run_1/port_nets.png
Drawn at 3 px/um.
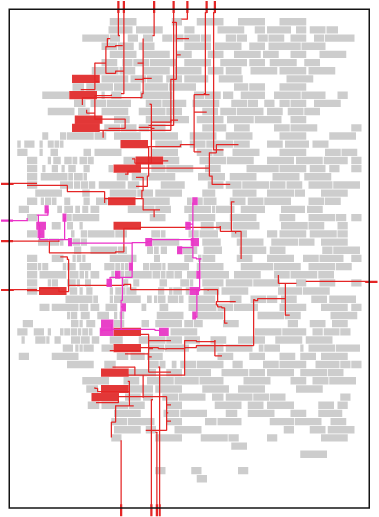
run_1/final_congestion.png
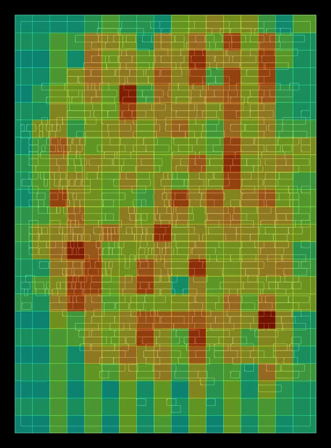
run_1/clock_map.png
Drawn at 3 px/um.
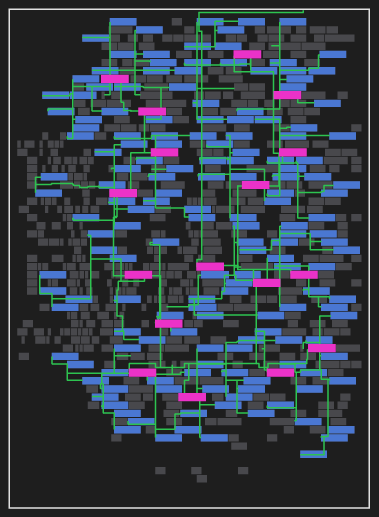
==> config.mk <==
export PLATFORM = sky130hd
export DESIGN_NAME = insn_prefetch
export DESIGN_NICKNAME = d
export VERILOG_FILES = /design/src/rtl/insn_prefetch_pkg.sv /design/src/rtl/insn_prefetch_fifo.sv /design/src/rtl/insn_prefetch.sv
export SDC_FILE = /design/constraint.sdc
export NUM_CORES = 1
export LEC_CHECK = 0
export CAP_MARGIN = 20
export CORE_ASPECT_RATIO = 1.4
export CORE_MARGIN = 2
export CORE_UTILIZATION = 45
export DETAILED_ROUTE_END_ITERATION = 8
export GPL_TIMING_DRIVEN = 0
export PLACE_DENSITY = 0.66
export REMOVE_ABC_BUFFERS = 1
export SYNTH_ARGS = -nofsm -noshare
export SYNTH_HDL_FRONTEND = slang
export SYNTH_HIERARCHICAL = 1
export SYNTH_SLANG_ARGS = --single-unit
==> constraint.sdc <==
create_clock -name clk -period 6.6 [get_ports clk]
set_clock_uncertainty 0.05 [all_clocks]
set_input_delay 1.32 -clock clk [delete_from_list [all_inputs] [get_ports clk]]
set_output_delay 1.32 -clock clk [all_outputs]
set_load 0.01 [all_outputs]
==> run notes, run 1 <==
fresh numbers from the pnr run: result of the run finished clean, setup repair after global routing missed its margin no, switching power total 0.736 mW, # fillers 1533, RD Place Congestion 0.818, area taken by flip-flops and latches 4110 um^2, fraction of the cycle the final worst path needs 66.7%, top logic cell by instance count in the layout sky130_fd_sc_hd__dfrtp_1, Seq share, synth 48.8%, number of tap cells inserted 244, final core occ 53.4%, maximum number of pins on one net before global-route repair 109, count of buffers added by post-CTS timing repair for setup 0, Area contributors post-synth sky130_fd_sc_hd__dfrtp_1 49%, sky130_fd_sc_hd__mux2_4 21%, sky130_fd_sc_hd__mux4_2 8.3%, H-Tree Level Count 4, largest fanout on the critical path 31, total congestion overflow after global routing 0, reported sequential group power 1.26 mW, post-layout minimum cycle time 4.40 ns, distinct cell type count of the synthesized netlist 68, combinational group power 0.643 mW, floorplan die area 19800 um^2, half-perimeter wire length after placement 11000 um, type of the most critical hold path flop to flop, Worst Setup End Kind flop, most numerous cell in the Yosys netlist sky130_fd_sc_hd__dfrtp_1, fraction of power spent switching nets 24.9%, n_diodes 0, library cell with the largest summed area after synthesis sky130_fd_sc_hd__dfrtp_1, count of warning messages emitted by the tools 31, Critical Setup Path Class input pin to flop, total setup violations reported at the end of the flow 0, violation count after the first detailed-route iteration 346, proportion of layout cells with a drive suffix above 1 34.0%, proportion of cell area occupied by registers 41.7%, number of synthesized flops with an enable pin 0, row count 59, post-synthesis chip area from yosys 8410 um^2, buffer-and-inverter tally for the worst setup path 1, max-slew violation count 0, Reg2Reg Setup Slack 3.22 ns, worst max-slew margin expressed relative to the limit 33.1%, global-route wire length before repair 29200 um, routed length on met3 647 um, cell resize tally after clock tree synthesis 0, cell count of the worst reg-to-reg path 5, net count of the finished layout 663, max cap viols 0, actual slew at the worst max-slew pin 0.999 ns, critical path arrival 4.66 ns, Post-synth top cells 164 x sky130_fd_sc_hd__dfrtp_1, 120 x sky130_fd_sc_hd__mux2_4, 31 x sky130_fd_sc_hd__mux4_2, Buffers, non-clock 85, wirelength, routed 17600 um, iteration count of the initial detailed-routing pass 5, number of sinks on the clock net 164, hold depth 1, Slowest-stage cell, CP sky130_fd_sc_hd__clkdlybuf4s50_1, Flop pwr share 42.5%, # hold bufs at CTS 0, Pleak 4.59 nW, Warnings, synthesis 6, detail-routed via count per cell 5.63, most common logic cells in the final layout 162 x sky130_fd_sc_hd__dfrtp_1, 120 x sky130_fd_sc_hd__mux2_4, 82 x sky130_fd_sc_hd__clkdlybuf4s50_1, share of final layout cell area taken by clock buffers and inverters 6.33%, top cell family by delay on the critical path simple AND/OR/NAND/NOR gates, buffers from clock root to sink, at most 2, fraction of post-synthesis cell area in the top cell type by area 48.8%, Top Layer Used met4, Largest stage delay, worst path 0.80 ns, DRT antenna net count 0, most used flip-flop cell sky130_fd_sc_hd__dfrtp_1, non-clock inverter total of the final layout 17, post-route non-filler standard cell count 876, biggest power consumer among the groups sequential cells, setup TNS after final layout 0 ns, dpl ws 1.76 ns, Total Power 2.95 mW, total via count after detailed routing 4932, clock edge transition at the registers on the reported setup and hold paths 0.06 ns, core outline area 18500 um^2, post-synth design cell area 8410 um^2, setup ws final 2.20 ns, total instance count after detailed placement 845, Mean Syn Cell Area 15.2 um^2, combinational gates 335, clock buffer count 22, multi-input logic portion of the cell area 39.3%, via count of the first global-routing pass 5277, met1 wire length 7590 um, clock tree from TritonCTS yes, Floorplan Utilization 45.6%, flop and latch count out of synthesis 164, die width 120 um, Synth Instances 552, vertical extent of the die 166 um, biggest area consumer among cell classes sequential cells, Peak Freq 227 MHz, Non-clock buffer share 8.93%, initial antenna violation count 0, critical path depth in cells 6, Worst Path Required 6.86 ns, share of flip-flops with an asynchronous set or reset 100%, Internal 2.22 mW, area growth from synthesis to final layout 17.1%, routed wire length on met2 9070 um, number of clock buffers inserted by TritonCTS 17, num sequential 164, wire per inst 20.1 um, count of instantiated cells in the yosys netlist 552, Max rail drop VDD 0.000186 V, Worst Setup Start Kind input pin, fraction of power consumed by combinational cells 21.8%, Late-Pin Clk Latency 0.43 ns, hold violation total from the final report 0, Logic area 3870 um^2, cells along the critical path clkdlybuf4s50_1, nor2_1, and3_1, and2b_1, nand3_4, mux2_1, flip-flop count of the largest register after layout 124, pwr dens 300 nW/um^2, cell chosen for the clock root sky130_fd_sc_hd__clkbuf_16, DRC violation count after routing 0
## Picture notes: port_nets.png
port	colour	bits	direction	end cells	wire
`mem_addr`	red	15	output	15	1290 um
`redir_valid`	magenta	1	input	20	197 um
Port Buf Inserts: 83
number of ports placed on the die boundary: 86

## Picture notes: final_congestion.png
Most Crowded Layer GR: met2
overall track demand over capacity in global routing: 18.7%
met3 Usage GRT: 3.71%
met1 routing resource usage after global routing: 24.2%
global-route met2 utilization: 31.4%

## Picture notes: clock_map.png
[clock wires] green | length: 2080 um
[cells driving clock nets] magenta | count: 17
[flip-flops] blue | count: 164
flops lie	spread over the die
routed clock nets	18
power consumed by the clock network: 1.05 mW
power share of the clock group: 35.7%

-- run 1: stage by stage --
stage | hold slack (ns) | cell area, um^2
2_1_floorplan | 0.409 | 8030
3_3_place_gp | 0.418 | 9170
3_5_place_dp | 0.430 | 9230
4_1_cts | 0.444 | 9850
5_1_grt | 0.455 | 9850
6_report | 0.441 | 9850
-- run 1: kinds of logic (layout without fill, tap and decap cells) --
logic type / Yosys count / after routing / synth area share, %
muxes: 171 / 171 / 32.4
other: 1 / 1 / 0.0446
buffers and inverters: 53 / 133 / 5.24
AOI/OAI and AO/OA: 60 / 60 / 5.34
and+or+nand+nor: 94 / 94 / 6.90
DFF: 164 / 164 / 48.8
xor gates and xnor gates: 3 / 3 / 0.312
adders and majority gates: 6 / 6 / 0.982
## Run 2: what changed since run 1
Clock period 6.6 ns to 4.4 ns, I/O delays scaled along.
run_2/wire_density.png
Drawn at 2 px/um. 24 x 33 tiles, from white (low) to dark blue (high), scaled to the fullest tile. Values are wire area over tile area, all layers added.
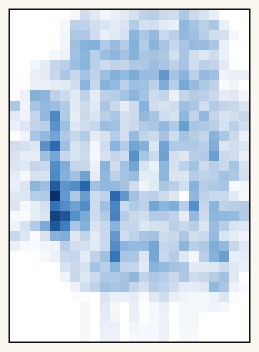
mean over tiles	0.14
densest ninth of the die	middle left
emptiest ninth of the die	lower left
nearly empty tiles	17%
total via count after detailed routing: 4932
wire per inst: 20.1 um
wirelength, routed: 17600 um

==> run notes, run 2 <==
fresh numbers from the pnr run: # hold bufs at CTS 0 (unchanged), Worst Setup End Kind flop, met1 wire length 7590 um (unchanged), cell count of the worst reg-to-reg path 5 (unchanged), buffers from clock root to sink, at most 2 (unchanged), Late-Pin Clk Latency 0.43 ns (about the same), violation count after the first detailed-route iteration 346 (unchanged), Peak Freq 252 MHz, Synth Instances 552 (unchanged), pwr dens 450 nW/um^2 (+50%), total instance count after detailed placement 845 (unchanged), post-layout minimum cycle time 3.96 ns, met1 routing resource usage after global routing 24.2% (unchanged), # fillers 1533 (unchanged), Worst Path Required 4.66 ns (-2.20 ns), post-synth design cell area 8410 um^2 (unchanged), setup repair after global routing missed its margin no, Seq share, synth 48.8% (unchanged), DRT antenna net count 0 (unchanged), fraction of power consumed by combinational cells 21.8% (about the same), fraction of power spent switching nets 24.9% (about the same), setup ws final 0.437 ns (-1.76 ns), Port Buf Inserts 83 (unchanged), simple-gate share of the synthesized area 6.90% (unchanged), Reg2Reg Setup Slack 1.02 ns (-2.20 ns), cell resize tally after clock tree synthesis 0 (unchanged), Critical Setup Path Class input pin to flop, switching power total 1.10 mW (+50%), maximum number of pins on one net before global-route repair 109 (unchanged), Slowest-stage cell, CP sky130_fd_sc_hd__clkdlybuf4s50_1, aoi share 5.34% (unchanged), overall track demand over capacity in global routing 18.7% (unchanged), number of clock buffers inserted by TritonCTS 17 (unchanged), Top Layer Used met4, Area contributors post-synth sky130_fd_sc_hd__dfrtp_1 49%, sky130_fd_sc_hd__mux2_4 21%, sky130_fd_sc_hd__mux4_2 8.3%, adder and majority cell fraction of the synthesized area 0.982% (unchanged), worst max-slew margin expressed relative to the limit 33.1% (unchanged), Pleak 4.59 nW (unchanged), Total Power 4.43 mW (+50%), share of the synthesized netlist area taken by xor and xnor gates 0.312% (unchanged), Max rail drop VDD 0.000280 V (+50%), Warnings, synthesis 6 (unchanged), post-synthesis chip area from yosys 8410 um^2 (unchanged), detail-routed via count per cell 5.63 (unchanged), main logic family after synthesis multiplexers, initial antenna violation count 0 (unchanged), net count of the finished layout 663 (unchanged), cells along the critical path clkdlybuf4s50_1, nor2_1, and3_1, and2b_1, nand3_4, mux2_1, final core occ 53.4% (unchanged), clock edge transition at the registers on the reported setup and hold paths 0.06 ns (about the same), die width 120 um (unchanged), flop and latch count out of synthesis 164 (unchanged), number of ports placed on the die boundary 86 (unchanged), number of sinks on the clock net 164 (unchanged), count of buffers added by post-CTS timing repair for setup 0 (unchanged), via count of the first global-routing pass 5277 (unchanged), Mean Syn Cell Area 15.2 um^2 (unchanged), result of the run finished clean, critical path depth in cells 6 (unchanged), Post-synth top cells 164 x sky130_fd_sc_hd__dfrtp_1, 120 x sky130_fd_sc_hd__mux2_4, 31 x sky130_fd_sc_hd__mux4_2, library cell with the largest summed area after synthesis sky130_fd_sc_hd__dfrtp_1, setup TNS after final layout 0 ns (unchanged), H-Tree Level Count 4 (unchanged), Largest stage delay, worst path 0.80 ns (about the same), final standard cell area without fillers 9850 um^2 (unchanged), largest fanout on the critical path 31 (unchanged), fraction of post-synthesis cell area in the top cell type by area 48.8% (unchanged), clock tree from TritonCTS yes, global-route wire length before repair 29200 um (unchanged), half-perimeter wire length after placement 11000 um (unchanged), area after detailed placement 9230 um^2 (unchanged), Hold Worst Slack 0.360 ns (-0.0806 ns), total congestion overflow after global routing 0 (unchanged), max cap viols 0 (unchanged), cell chosen for the clock root sky130_fd_sc_hd__clkbuf_16, routed length on met3 647 um (unchanged), routed wire length on met2 9070 um (unchanged)
-- run 2: cell counts after synthesis --
Identical to the previous run, type by type.
-- run 2: layout make-up --
type / count / area (um^2) / area share [%]
clock buffer: 22 / 474 / 4.81
clock inverter: 9 / 149 / 1.51
inverter: 17 / 63.8 / 0.648
multi-input combinational: 335 / 3870 / 39.3
sequential: 164 / 4110 / 41.7
tap: 244 / 305 / 3.10
timing repair buffer: 85 / 880 / 8.93
-- run 2: power groups by stage --
stage	clock (mW)	sequential (mW)	combinational, mW
2_1_floorplan	0	1.86	0.524
3_3_place_gp	0	1.89	0.949
3_5_place_dp	0	1.91	0.976
4_1_cts	1.61	1.88	0.982
5_1_grt	1.68	1.92	1.03
6_report	1.58	1.88	0.964
Power figures rest on the tool's default switching activity, not on a simulated workload.
